--- src/rtl/wb_cmd_fifo_slave_pkg.sv ---
// Shared constants for the UART-bridge command window at 0x4020.
// The bridge imports WB_CMD_BASE too, so its 0x4020+n addressing tracks this window.
package wb_cmd_fifo_slave_pkg;

   localparam int          WB_DATA_W_DEF      = 16;
   localparam int          WB_ADDR_W_DEF      = 16;
   localparam int          FIFO_ADDR_BITS_DEF = 4;

   localparam logic [15:0] WB_CMD_BASE        = 16'h4020;
   localparam int          WB_WINDOW_BITS     = 4;
   localparam logic [3:0]  STATUS_OFFSET      = 4'd0;

   typedef enum logic [1:0] {
      ACC_NONE,
      ACC_WRITE,
      ACC_READ_STATUS,
      ACC_READ_PEEK
   } acc_kind_e;

endpackage

--- src/rtl/wb_cmd_fifo_slave_sync_fifo.sv ---
// Single-clock FIFO with occupancy count; storage is deliberately left unreset.
module wb_cmd_fifo_slave_sync_fifo #(
   parameter int WIDTH     = 16,
   parameter int ADDR_BITS = 4
) (
   input  logic                 clk_i,
   input  logic                 rst_i,
   input  logic                 push_i,
   input  logic [WIDTH-1:0]     data_i,
   input  logic                 pop_i,
   output logic [WIDTH-1:0]     data_o,
   output logic                 full_o,
   output logic                 empty_o,
   output logic [ADDR_BITS:0]   count_o
);

   localparam int DEPTH = 2 ** ADDR_BITS;

   logic [WIDTH-1:0]     mem_q [DEPTH];
   logic [ADDR_BITS-1:0] wr_ptr_q, wr_ptr_d;
   logic [ADDR_BITS-1:0] rd_ptr_q, rd_ptr_d;
   logic [ADDR_BITS:0]   count_q, count_d;
   logic                 do_push;
   logic                 do_pop;

   assign full_o  = (count_q == (ADDR_BITS+1)'(DEPTH));
   assign empty_o = (count_q == '0);
   assign do_push = push_i & ~full_o;
   assign do_pop  = pop_i & ~empty_o;
   assign data_o  = mem_q[rd_ptr_q];
   assign count_o = count_q;

   always_comb begin
      wr_ptr_d = do_push ? wr_ptr_q + 1'b1 : wr_ptr_q;
      rd_ptr_d = do_pop  ? rd_ptr_q + 1'b1 : rd_ptr_q;
      count_d  = count_q;
      case ({do_push, do_pop})
         2'b10:   count_d = count_q + 1'b1;
         2'b01:   count_d = count_q - 1'b1;
         default: count_d = count_q;
      endcase
   end

   always_ff @(posedge clk_i) begin
      if (rst_i) begin
         wr_ptr_q <= '0;
         rd_ptr_q <= '0;
         count_q  <= '0;
      end else begin
         wr_ptr_q <= wr_ptr_d;
         rd_ptr_q <= rd_ptr_d;
         count_q  <= count_d;
      end
   end

   always_ff @(posedge clk_i) begin
      if (do_push) begin
         mem_q[wr_ptr_q] <= data_i;
      end
   end

endmodule

--- src/rtl/wb_cmd_fifo_slave.sv ---
// Wishbone pipelined slave queuing window writes into a command FIFO drained by a
// valid/ready stream; reads return FIFO status or peek the head word.
module wb_cmd_fifo_slave
   import wb_cmd_fifo_slave_pkg::*;
#(
   parameter int                               WISHBONE_DATAWIDTH    = WB_DATA_W_DEF,
   parameter int                               WISHBONE_ADDRESSWIDTH = WB_ADDR_W_DEF,
   parameter logic [WISHBONE_ADDRESSWIDTH-1:0] BASE_ADDR             = WISHBONE_ADDRESSWIDTH'(WB_CMD_BASE),
   parameter int                               FIFO_ADDR_BITS        = FIFO_ADDR_BITS_DEF
) (
   input  logic                             CLK_I,
   input  logic                             RST_I,
   input  logic                             CYC_I,
   input  logic                             STB_I,
   input  logic                             WE_I,
   input  logic [WISHBONE_ADDRESSWIDTH-1:0] ADR_I,
   input  logic [WISHBONE_DATAWIDTH-1:0]    DAT_I,
   output logic [WISHBONE_DATAWIDTH-1:0]    DAT_O,
   output logic                             ACK_O,
   output logic                             STALL_O,
   output logic [WISHBONE_DATAWIDTH-1:0]    cmd_data,
   output logic                             cmd_valid,
   input  logic                             cmd_ready,
   output logic [FIFO_ADDR_BITS:0]          cmd_count,
   output logic                             frame_done
);

   logic                          hit;
   logic [WB_WINDOW_BITS-1:0]     offset;
   logic                          stall;
   logic                          accept;
   logic                          push;
   logic                          pop;
   acc_kind_e                     kind;

   logic                          fifo_full;
   logic                          fifo_empty;
   logic [FIFO_ADDR_BITS:0]       fifo_count;
   logic [WISHBONE_DATAWIDTH-1:0] fifo_head;

   logic                          ack_q, ack_d;
   logic [WISHBONE_DATAWIDTH-1:0] dat_q, dat_d;
   logic                          cyc_q, cyc_d;
   logic                          burst_wr_q, burst_wr_d;
   logic                          frame_q, frame_d;

   assign hit    = (ADR_I[WISHBONE_ADDRESSWIDTH-1:WB_WINDOW_BITS] ==
                    BASE_ADDR[WISHBONE_ADDRESSWIDTH-1:WB_WINDOW_BITS]);
   assign offset = ADR_I[WB_WINDOW_BITS-1:0];

   // Full comes from the registered count, so a pop in the same cycle does not unstall.
   assign stall  = CYC_I & STB_I & WE_I & hit & fifo_full;
   assign accept = CYC_I & STB_I & hit & ~stall;
   assign push   = accept & WE_I;
   assign pop    = ~fifo_empty & cmd_ready;

   always_comb begin
      kind = ACC_NONE;
      if (accept) begin
         if (WE_I) begin
            kind = ACC_WRITE;
         end else if (offset == STATUS_OFFSET) begin
            kind = ACC_READ_STATUS;
         end else begin
            kind = ACC_READ_PEEK;
         end
      end
   end

   always_comb begin
      ack_d = accept;
      dat_d = '0;
      case (kind)
         ACC_READ_STATUS: dat_d = WISHBONE_DATAWIDTH'(fifo_count);
         ACC_READ_PEEK:   dat_d = fifo_empty ? '0 : fifo_head;
         default:         dat_d = '0;
      endcase
   end

   // A burst ends on the falling edge of CYC_I; only bursts that pushed report a frame.
   always_comb begin
      cyc_d      = CYC_I;
      frame_d    = 1'b0;
      burst_wr_d = burst_wr_q;
      if (push) begin
         burst_wr_d = 1'b1;
      end else if (cyc_q & ~CYC_I & burst_wr_q) begin
         frame_d    = 1'b1;
         burst_wr_d = 1'b0;
      end
   end

   always_ff @(posedge CLK_I) begin
      if (RST_I) begin
         ack_q      <= 1'b0;
         dat_q      <= '0;
         cyc_q      <= 1'b0;
         burst_wr_q <= 1'b0;
         frame_q    <= 1'b0;
      end else begin
         ack_q      <= ack_d;
         dat_q      <= dat_d;
         cyc_q      <= cyc_d;
         burst_wr_q <= burst_wr_d;
         frame_q    <= frame_d;
      end
   end

   wb_cmd_fifo_slave_sync_fifo #(
      .WIDTH     (WISHBONE_DATAWIDTH),
      .ADDR_BITS (FIFO_ADDR_BITS)
   ) u_fifo (
      .clk_i   (CLK_I),
      .rst_i   (RST_I),
      .push_i  (push),
      .data_i  (DAT_I),
      .pop_i   (pop),
      .data_o  (fifo_head),
      .full_o  (fifo_full),
      .empty_o (fifo_empty),
      .count_o (fifo_count)
   );

   assign ACK_O      = ack_q;
   assign DAT_O      = dat_q;
   assign STALL_O    = stall;
   assign cmd_data   = fifo_head;
   assign cmd_valid  = ~fifo_empty;
   assign cmd_count  = fifo_count;
   assign frame_done = frame_q;

endmodule

--- config.mk ---
export PLATFORM = sky130hd
export DESIGN_NAME = wb_cmd_fifo_slave
export DESIGN_NICKNAME = d
export VERILOG_FILES = /design/src/rtl/wb_cmd_fifo_slave_pkg.sv /design/src/rtl/wb_cmd_fifo_slave_sync_fifo.sv /design/src/rtl/wb_cmd_fifo_slave.sv
export SDC_FILE = /design/constraint.sdc
export NUM_CORES = 1
export LEC_CHECK = 0
export CORE_UTILIZATION = 47
export DETAILED_ROUTE_END_ITERATION = 8
export PLACE_DENSITY = 0.68
export SYNTH_ARGS = -nofsm -noshare
export SYNTH_HDL_FRONTEND = slang
export SYNTH_SLANG_ARGS = --single-unit
--- constraint.sdc ---
create_clock -name CLK_I -period 3.1 [get_ports CLK_I]
set_input_delay 0.775 -clock CLK_I [delete_from_list [all_inputs] [get_ports CLK_I]]
set_output_delay 0.775 -clock CLK_I [all_outputs]
set_load 0.01 [all_outputs]
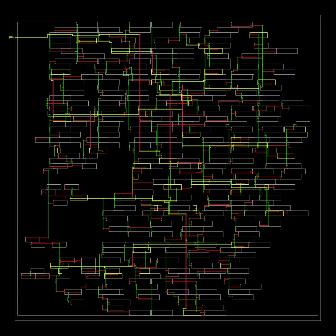
run_1/final_clocks.png
CTS Buf Count: 29
Power Clock: 3.46 mW
final sequential cell count: 293
worst skew pair latency: 540 ps

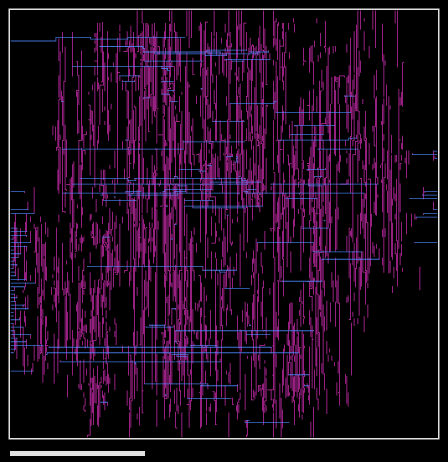
run_1/metal_stack.png
The bar under the picture is 50 µm long. Only two layers are drawn.
- magenta: met2 (wire length 13600 µm)
- blue: met3 (wire length 1720 µm)
Global Route Usage Sum: 0.215
Routed WL: 26.5 mm
detailed-route via count: 6362
Avg WL per Cell: 23.4 µm

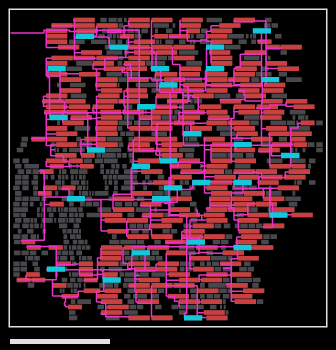
run_1/clock_map.png
The bar under the picture is 50 µm long.
- cyan: cells driving clock nets (count 29)
- magenta: clock wires (length 3150 µm)
- red: flip-flops (count 293)
- routed clock nets: 30
Fin Clk Skew: 13.2 ps
Clk network pwr share: 0.441

run 1: routing by layer:
layer,up-vias,share of wire,track usage
met4,0,0.018,0.0543
li1,2820,-,-
met5,-,0,0
met3,37,0.065,0.0452
met2,230,0.51,0.368
met1,3275,0.40,0.279
run 1: registers in the layout, summed over array words and instances, names as in the netlist, named ones only:
signal and count:
u_fifo.mem_q 256, DAT_O 16, u_fifo.count_o 5, u_fifo.rd_ptr_q 4, u_fifo.wr_ptr_q 4, ACK_O 1, burst_wr_q 1, cyc_q 1
frame_done 1
run 1: synth_stat cells (2+ instances only):
cell and number:
edfxtp_1 256, mux4_2 49, mux2i_1 42, dfxtp_1 37
a22oi_1 23, mux2_2 22, a21oi_1 19, inv_1 16
and3_1 15, nand2_1 14, nor2_1 14, buf_2 11
clkbuf_1 11, ha_1 8, nor2b_1 7, nor3_1 7
xor2_1 6, buf_6 5, o2bb2ai_1 5, buf_12 4
nand3_1 4, o21ai_0 4, or4_1 3, a31oi_1 2
nand4b_1 2, nor4_1 2, nor4_2 2, nor4b_1 2
o211ai_1 2, o31ai_1 2
run 1: kinds of logic after synthesis:
kind of cell,Yosys count,synth area share
simple gates,79,0.0390
buf+inv,49,0.0263
mux,113,0.153
fa+ha+maj,8,0.00867
flops,293,0.730
compound gates,63,0.0372
xor+xnor,7,0.00531
run 1: power by group:
group | leakage, nW | switching (mW) | internal [mW]
Combinational | 1.85 | 0.0595 | 0.0475
Clock | 0.476 | 1.42 | 2.04
Sequential | 2.60 | 0.000175 | 4.28
run 1: layout make-up:
cell class | count | area [µm²]
repair buffers | 180 | 1890
well taps | 319 | 399
flip-flops and latches | 293 | 8440
clock inverters | 11 | 87.6
multi-input cells | 270 | 2990
fillers | 1627 | 9020
inverters | 16 | 60.1
clock buffers | 42 | 876
run 1: worst paths after layout:
check / from / endpoint / slack [ps] / depth (start not counted)
max: flip-flop / cmd_data[10] / -40 / 8
min: cyc_q / frame_done / 460 / 2
max reg2reg: u_fifo.count_o[0] / u_fifo.count_o[4] / 250 / 11
min reg2reg: cyc_q / frame_done / 460 / 2
run 1: repair_timing:
item | 4_1_cts | 5_1_grt
buffers inserted | 35 | 9
cloned | 5 | 1
gates resized | 104 | 15
pin swaps | 20 | 7
setup endpoints to repair | 17 | 16
run 1: tightest hold or removal path, stage by stage (launching register included):
cell and delay (ps):
dfxtp_1 300, inv_1 60, nor4b_1 50
run 1: placed cells by master, fill, tap and decap left out, drive strengths merged, types with 3 or more instances in the layout:
master / count
a21oi: 19
a22oi: 23
and3: 15
buf: 112
clkbuf: 45
clkdlybuf4s50: 61
clkinv: 7
dfxtp: 37
edfxtp: 256
ha: 8
inv: 17
mux2: 22
mux2i: 42
mux4: 49
nand2: 14
nand3: 4
nand4b: 3
nor2: 15
nor2b: 7
nor3: 7
nor4: 4
o21ai: 6
o2bb2ai: 5
or4: 3
xor2: 6
==> results.txt, run 1 <==
yosys + openroad results -> #FFs+latches synth=293, Clock transition at path regs=about 60 ps, CP top delay family=buffers and inverters, Mapped Nets=658, Lkg Pwr=roughly 4.9 nW, synth unique cells=about 46, post-route ant nets=0, DRC errors left=0, final setup violation count=2, Rel. slew slack=0.639, Core Util, Final=0.620, post-synthesis async set-or-reset flop share=0, Synth Warn #=0, Layout Cells excl Fill=1131, CTS Hold Bufs=0, status=finished, violations left, syn_area_per_cell=18.9 µm², CP Class=flip-flop to primary output, DRT Pass-1 Iters=4, Synth Flop Type=edfxtp_1, Area growth, synth to finish=27.6%, synthesized area=about 12000 µm², pre-CTS WS=-335 ps, cycle use final=1.01, post-route design area=roughly 15000 µm², most used cell, CP=buf_12, Worst path slowest cell=mux4_2, Setup TNS=-53.3 ps, Max clock buf depth=3, FP Util=0.486, largest net degree at the start of global routing=21, CTS tree=done, Yosys Instances=about 610, final hold viol count=0, core region area=23800 µm², Period minus WS final=~3100 ps, worst-margin pin slew=between 500 and 600 ps, Die X=~160 µm, final setup margin=-39.1 ps, HP Class=flip-flop to flip-flop, sequential share of the synthesized area=0.730, Worst path max stage delay=approximately 500 ps, required time of the critical path=roughly 2300 ps, Crit path arrival time=about 2400 ps, failing checks=setup timing, die y size=roughly 160 µm, fmax=around 320 MHz, critical path cell sequence=buf_12, buf_12, buf_8, buf_16, mux4_2, a22oi_2, nand2_1, buf_2, Hold WS=457 ps, H-tree depth=1, dpl cells=1031, first-pass GRT wire length=around 40 mm, PD cells=532 nW/µm², total power=7.84 mW, nature of the critical path endpoint=primary output, worst path bufs/invs=5, n_diodes=0
run_1/registers.png
The bar under the picture is 50 µm long. Other sequential cells in the stronger grey, the rest of the logic in the fainter grey.
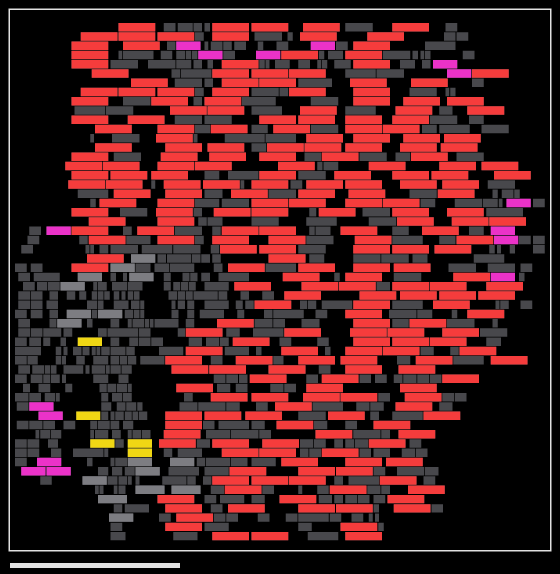

--- run 2 (diff from run 1) ---
==> constraint.sdc (replaced) <==
create_clock -name CLK_I -period 3.1 [get_ports CLK_I]
set_input_delay 0.775 -clock CLK_I [delete_from_list [all_inputs] [get_ports CLK_I]]
set_output_delay 0.775 -clock CLK_I [all_outputs]
set_load 0.05 [all_outputs]
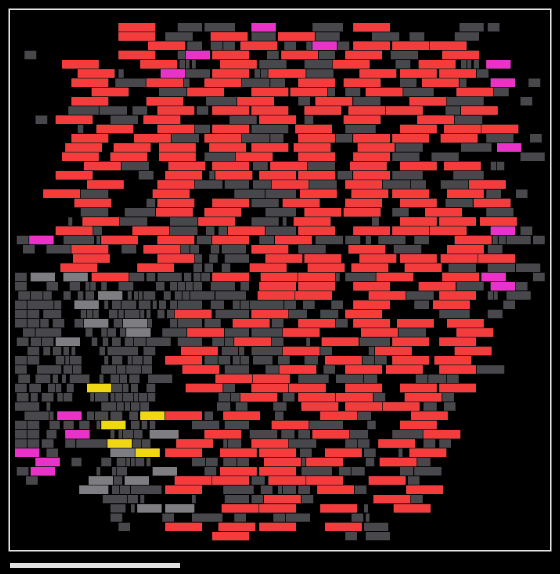
run_2/registers.png
The bar under the picture is 50 µm long. Other sequential cells in the stronger grey, the rest of the logic in the fainter grey.
- yellow: u_fifo.count_o (flops 5; where lower left)
- magenta: DAT_O (flops 16; where widely spread)
- red: u_fifo.mem_q (flops 256)
register area: 8440 µm²
sequential power: 4.28 mW
sequential fraction of total cell area: 0.576
Core Util, Final: 0.617

==> results.txt, run 2 <==
yosys + openroad results -> status=finished, violations left (unchanged), failing checks=setup timing (unchanged), Die X=159 µm (unchanged), hold path start=cyc_q (unchanged), GRT Max-Usage Layer=met2 (unchanged), most used cell, CP=buf_12 (unchanged), PD cells=538 nW/µm² (was 532 nW/µm²), Hold WS=447 ps (was 457 ps), first-pass GRT wire length=38.3 mm (was 40.2 mm), Lkg Pwr=4.84 nW (was 4.93 nW), Rel. slew slack=0.597 (was 0.639), worst reg2reg path depth=10 (was 11), Synth Warn #=0 (unchanged), Clk network pwr share=0.444 (was 0.441), FILL cells=1645 (was 1627), H-tree depth=1 (unchanged), CTS tree=done (unchanged), Hold Crit Depth=2 (unchanged), Period minus WS final=3110 ps (was 3140 ps), worst-margin pin slew=603 ps (was 541 ps), Avg WL per Cell=23.2 µm (was 23.4 µm), cycle use final=1.00 (was 1.01), fmax=321 MHz (was 319 MHz), required time of the critical path=2320 ps (about the same), Max clock buf depth=3 (unchanged), GR Util met1=0.266 (was 0.279), DRC errors left=0 (unchanged), die y size=159 µm (unchanged), syn_area_per_cell=18.9 µm² (unchanged), Fin Clk Skew=16.0 ps (was 13.2 ps), core region area=23800 µm² (unchanged), sequential share of the synthesized area=0.730 (unchanged), #FFs+latches synth=293 (unchanged), synth unique cells=46 (unchanged), final setup margin=-12.1 ps (was -39.1 ps), met3 usage=0.0306 (was 0.0452), Synth Flop Type=edfxtp_1 (unchanged), Cell Int Power=6.39 mW (was 6.37 mW), worst path bufs/invs=3 (was 5), Switch Pwr=1.49 mW (was 1.48 mW), DRT Pass-1 Iters=5 (was 4), Mapped Nets=658 (unchanged), R2R Path Start=u_fifo.count_o[0] (unchanged), Commonest Layout Cell=edfxtp_1 (unchanged), final setup violation count=1 (was 2), register share of total power=0.543 (was 0.546), HP Class=flip-flop to flip-flop (unchanged), Yosys Instances=612 (unchanged), post-synthesis async set-or-reset flop share=0 (unchanged), FP Util=0.486 (unchanged), Worst R2R End=u_fifo.count_o[4] (unchanged), Worst path max stage delay=550 ps (was 500 ps), combinational power share=0.014 (about the same), largest net degree at the start of global routing=25 (was 21), worst skew pair latency=550 ps (was 540 ps), Clock transition at path regs=60 ps (about the same)
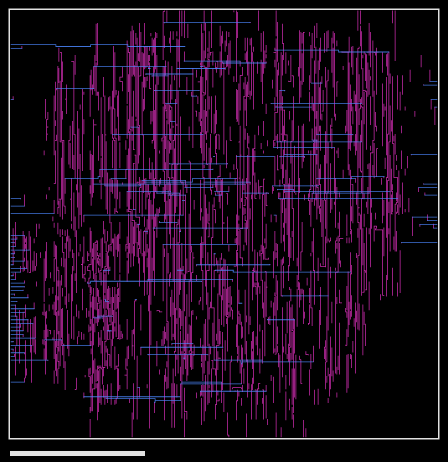
run_2/metal_stack.png
The bar under the picture is 50 µm long. Only two layers are drawn.
- magenta: met2 (wire length 12900 µm)
- blue: met3 (wire length 1710 µm)
detailed-route via count: 6143
Global Route Usage Sum: 0.204
Routed WL: 25.5 mm

## run 2: stage by stage
| step | setup TNS, ps | power, mW | setup WS, ps | std cells |
|---|---|---|---|---|
| CTS | -140 | 7.95 | -46.4 | 1097 |
| floorplan | -10450 | 4.38 | -159 | 612 |
| global placement | -662 | 4.46 | -275 | 1029 |
| finish | -12.1 | 7.89 | -12.1 | 1099 |
| global route | -230 | 8.10 | -66.5 | 1099 |
| detailed placement | -994 | 4.47 | -387 | 1029 |
## run 2: kinds of logic after synthesis
kind of cell,synth area share
adders and majority gates,0.00867
and+or+nand+nor,0.0390
DFF,0.730
xor gates and xnor gates,0.00531
AOI/OAI and AO/OA,0.0372
muxes,0.153
buffers and inverters,0.0263
## run 2: worst min-delay path: cells and delay by family (launching register included)
kind                   cells  cell delay (ps)
AND/OR/NAND/NOR            1               50
flip-flops                 1              290
buffers and inverters      1               50
## run 2: layout make-up
type / instances / area (µm²) / share of cell area
multi-input combinational: 270 / 3010 / 0.206
sequential: 293 / 8440 / 0.576
inverter: 16 / 60.1 / 0.00410
clock buffer: 41 / 842 / 0.0575
timing repair buffer: 145 / 1760 / 0.120
tap: 319 / 399 / 0.0272
clock inverter: 15 / 138 / 0.00939
## run 2: timing repair
action,CTS,global route
endpoints found under the setup margin,17,17
pin swaps,2,10
setup buffers,7,4
resized,39,18
cloned,5,1
## run 2: worst max-delay path by stage
stage / from / endpoint / slack [ps] / cells after the start
6_report: flip-flop / cmd_data[1] / -10 / 6
5_1_grt: flip-flop / cmd_data[1] / -70 / 6
4_1_cts: flip-flop / cmd_data[1] / -50 / 6
3_5_place_dp: ADR_I[7] / u_fifo.count_o[4] / -390 / 12
3_3_place_gp: ADR_I[7] / u_fifo.count_o[4] / -280 / 12
2_1_floorplan: ADR_I[7] / u_fifo.mem_q[12][0] / -160 / 5
## run 2: power by group through the flow
stage	registers [mW]	logic [mW]	clock network, mW
floorplan	4.37	0.00976	0
global placement	4.37	0.0984	0
detailed placement	4.37	0.106	0
CTS	4.28	0.108	3.56
global route	4.28	0.117	3.71
finish	4.28	0.108	3.50
## run 2: metal layers
metal | part of all wire | wire (µm)
met3 | 0.067 | 1710
met2 | 0.51 | 12900
met5 | 0 | 0
met4 | 0.024 | 602
met1 | 0.40 | 10300
run_2/clock_map.png
The bar under the picture is 50 µm long.
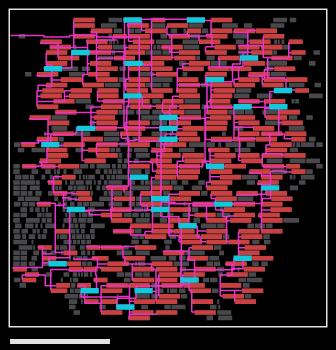

--- run 3 (diff from run 2) ---
--- a/config.mk
+++ b/config.mk
@@ -6,6 +6,7 @@
 export NUM_CORES = 1
 export LEC_CHECK = 0
 export CORE_UTILIZATION = 47
+export CTS_CLUSTER_SIZE = 8
 export DETAILED_ROUTE_END_ITERATION = 8
 export PLACE_DENSITY = 0.68
 export SYNTH_ARGS = -nofsm -noshare
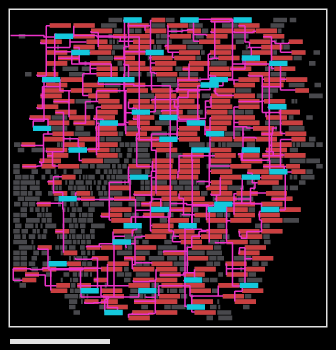
run_3/clock_map.png
The bar under the picture is 50 µm long.
- cyan: cells driving clock nets (count 42)
- magenta: clock wires (length 3570 µm)
- red: flip-flops (count 293)
- flops lie: widely spread
- routed clock nets: 43
Power Clock: 4.19 mW
worst skew pair latency: 520 ps
Fin Clk Skew: 11.6 ps

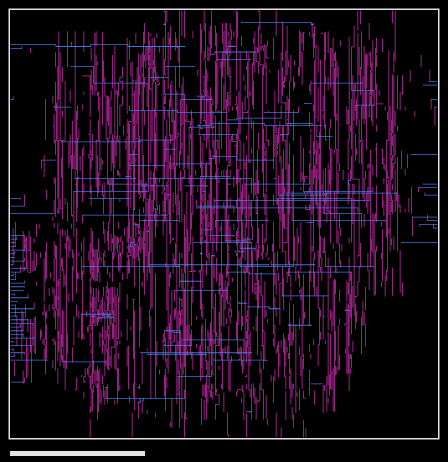
run_3/metal_stack.png
The bar under the picture is 50 µm long. Only two layers are drawn.
- magenta: met2 (wire length 13600 µm)
- blue: met3 (wire length 1800 µm)
detailed-route via count: 6350
Avg WL per Cell: 23.7 µm

==> results.txt, run 3 <==
yosys + openroad results -> status=finished, violations left (unchanged), failing checks=setup timing (unchanged), final setup margin=-7.83 ps (was -12.1 ps), combinational power share=0.013 (was 0.014), Max clock buf depth=3 (unchanged), Routed WL=26.7 mm (was 25.5 mm), CP Class=flip-flop to primary output (unchanged), Top Layout Cells=256 x edfxtp_1, 60 x clkdlybuf4s50_1, 49 x mux4_2 (unchanged), register share of total power=0.500 (was 0.543), fmax=322 MHz (was 321 MHz), Post-synth top cells=256 x edfxtp_1, 49 x mux4_2, 42 x mux2i_1 (unchanged), Setup TNS=-7.83 ps (was -12.1 ps), DRT Pass-1 Iters=4 (was 5), Yosys Instances=612 (unchanged), nature of the critical path endpoint=primary output (unchanged), Layout Cells excl Fill=1124 (was 1099), cell with the most instances after synthesis=edfxtp_1 (unchanged), pre-CTS WS=-387 ps (unchanged), Clk network pwr share=0.488 (was 0.444), #FFs+latches synth=293 (unchanged), DRC errors left=0 (unchanged), Mapped Nets=658 (unchanged), PD cells=574 nW/µm² (was 538 nW/µm²), Global Route Usage Sum=0.216 (was 0.204), Hold Crit Depth=2 (unchanged), Largest Register=u_fifo.mem_q (unchanged), core region area=23800 µm² (unchanged), Crit path arrival time=2330 ps (was 2340 ps), cycle use final=1.00 (about the same), CTS Buf Count=42 (was 30), worst-margin pin slew=975 ps (was 603 ps), dpl cells=1029 (unchanged), Worst R2R End=u_fifo.count_o[4] (unchanged), CTS tree=done (unchanged), H-tree depth=2 (was 1), Area growth, synth to finish=29.5% (was 26.9%), Gate Area=2990 µm² (was 3010 µm²), register area=8440 µm² (unchanged), synthesized area=11500 µm² (unchanged), Commonest Layout Cell=edfxtp_1 (unchanged), max reg flops=256 (unchanged), Clock transition at path regs=50 ps (was 60 ps), die y size=159 µm (unchanged), R2R Path Start=u_fifo.count_o[0] (unchanged), post-synthesis async set-or-reset flop share=0 (unchanged), sequential share of the synthesized area=0.730 (unchanged), Rel. slew slack=0.350 (was 0.597), Die X=159 µm (unchanged), hold path start=cyc_q (unchanged), worst hold endpoint=frame_done (unchanged), Lkg Pwr=4.97 nW (was 4.84 nW), Hold WS=445 ps (was 447 ps), worst reg2reg path depth=10 (unchanged), final setup violation count=1 (unchanged), Synth Flop Type=edfxtp_1 (unchanged), final hold viol count=0 (unchanged), Cell Int Power=6.93 mW (was 6.39 mW)
run 3: cell count changes in the layout (fill, tap and decap cells not counted), sizes merged:
cell	before	now
buf	83	85
bufbuf	0	1
bufinv	2	0
clkbuf	42	76
clkinv	11	3
clkinvlp	1	0
inv	17	16
run 3: critical path: stages (launching register included):
cell	delay, ps
dfxtp_4	460
buf_12	180
mux2i_1	80
mux2_4	280
mux4_2	560
inv_2	110
buf_12	130
run 3: cell type report:
| cell class | instances | area share |
|---|---|---|
| inverter | 16 | 0.00402 |
| clock inverter | 3 | 0.00251 |
| sequential | 293 | 0.564 |
| clock buffer | 75 | 0.0800 |
| multi-input combinational | 270 | 0.200 |
| timing repair buffer | 148 | 0.122 |
| tap | 319 | 0.0267 |
run 3: power groups by stage:
| stage | registers (mW) | logic (mW) | clock network, mW |
|---|---|---|---|
| 5_1_grt | 4.28 | 0.117 | 4.44 |
| 2_1_floorplan | 4.37 | 0.00976 | 0 |
| 6_report | 4.29 | 0.108 | 4.19 |
| 4_1_cts | 4.29 | 0.108 | 4.27 |
| 3_5_place_dp | 4.37 | 0.106 | 0 |
| 3_3_place_gp | 4.37 | 0.0984 | 0 |
run 3: per-stage QoR:
| step | total power, mW | cell area (µm²) |
|---|---|---|
| 2_1_floorplan | 4.38 | 11500 |
| 5_1_grt | 8.84 | 15000 |
| 4_1_cts | 8.67 | 14900 |
| 3_3_place_gp | 4.46 | 13300 |
| 3_5_place_dp | 4.47 | 13300 |
| 6_report | 8.59 | 15000 |
run 3: how the worst max path moves through the flow:
stage,end,slack [ps]
6_report,cmd_data[1],-8
5_1_grt,cmd_data[13],-70
3_3_place_gp,u_fifo.count_o[4],-280
4_1_cts,cmd_data[13],-40
2_1_floorplan,u_fifo.mem_q[12][0],-160
3_5_place_dp,u_fifo.count_o[4],-390
run 3: per-layer routing:
layer	part of all wire	track usage	up-vias
li1	-	-	2796
met1	0.39	0.266	3221
met2	0.51	0.374	265
met3	0.068	0.0452	68
met4	0.031	0.0777	0
met5	0	0	-
run 3: logic make-up after synthesis:
| family | count (synthesis) | share of synthesized area |
|---|---|---|
| and+or+nand+nor | 79 | 0.0390 |
| buffers and inverters | 49 | 0.0263 |
| xor gates and xnor gates | 7 | 0.00531 |
| AOI/OAI and AO/OA | 63 | 0.0372 |
| adders and majority gates | 8 | 0.00867 |
| muxes | 113 | 0.153 |
| DFF | 293 | 0.730 |
run 3: timing repair:
item / CTS / global route
hold buffers: 0 / 0
pin swaps: 6 / 11
resized: 39 / 13
endpoints found under the setup margin: 17 / 18
setup buffers: 5 / 6
cloned: 6 / 1
No activity file was given, so power comes from the tool's default toggle rates.
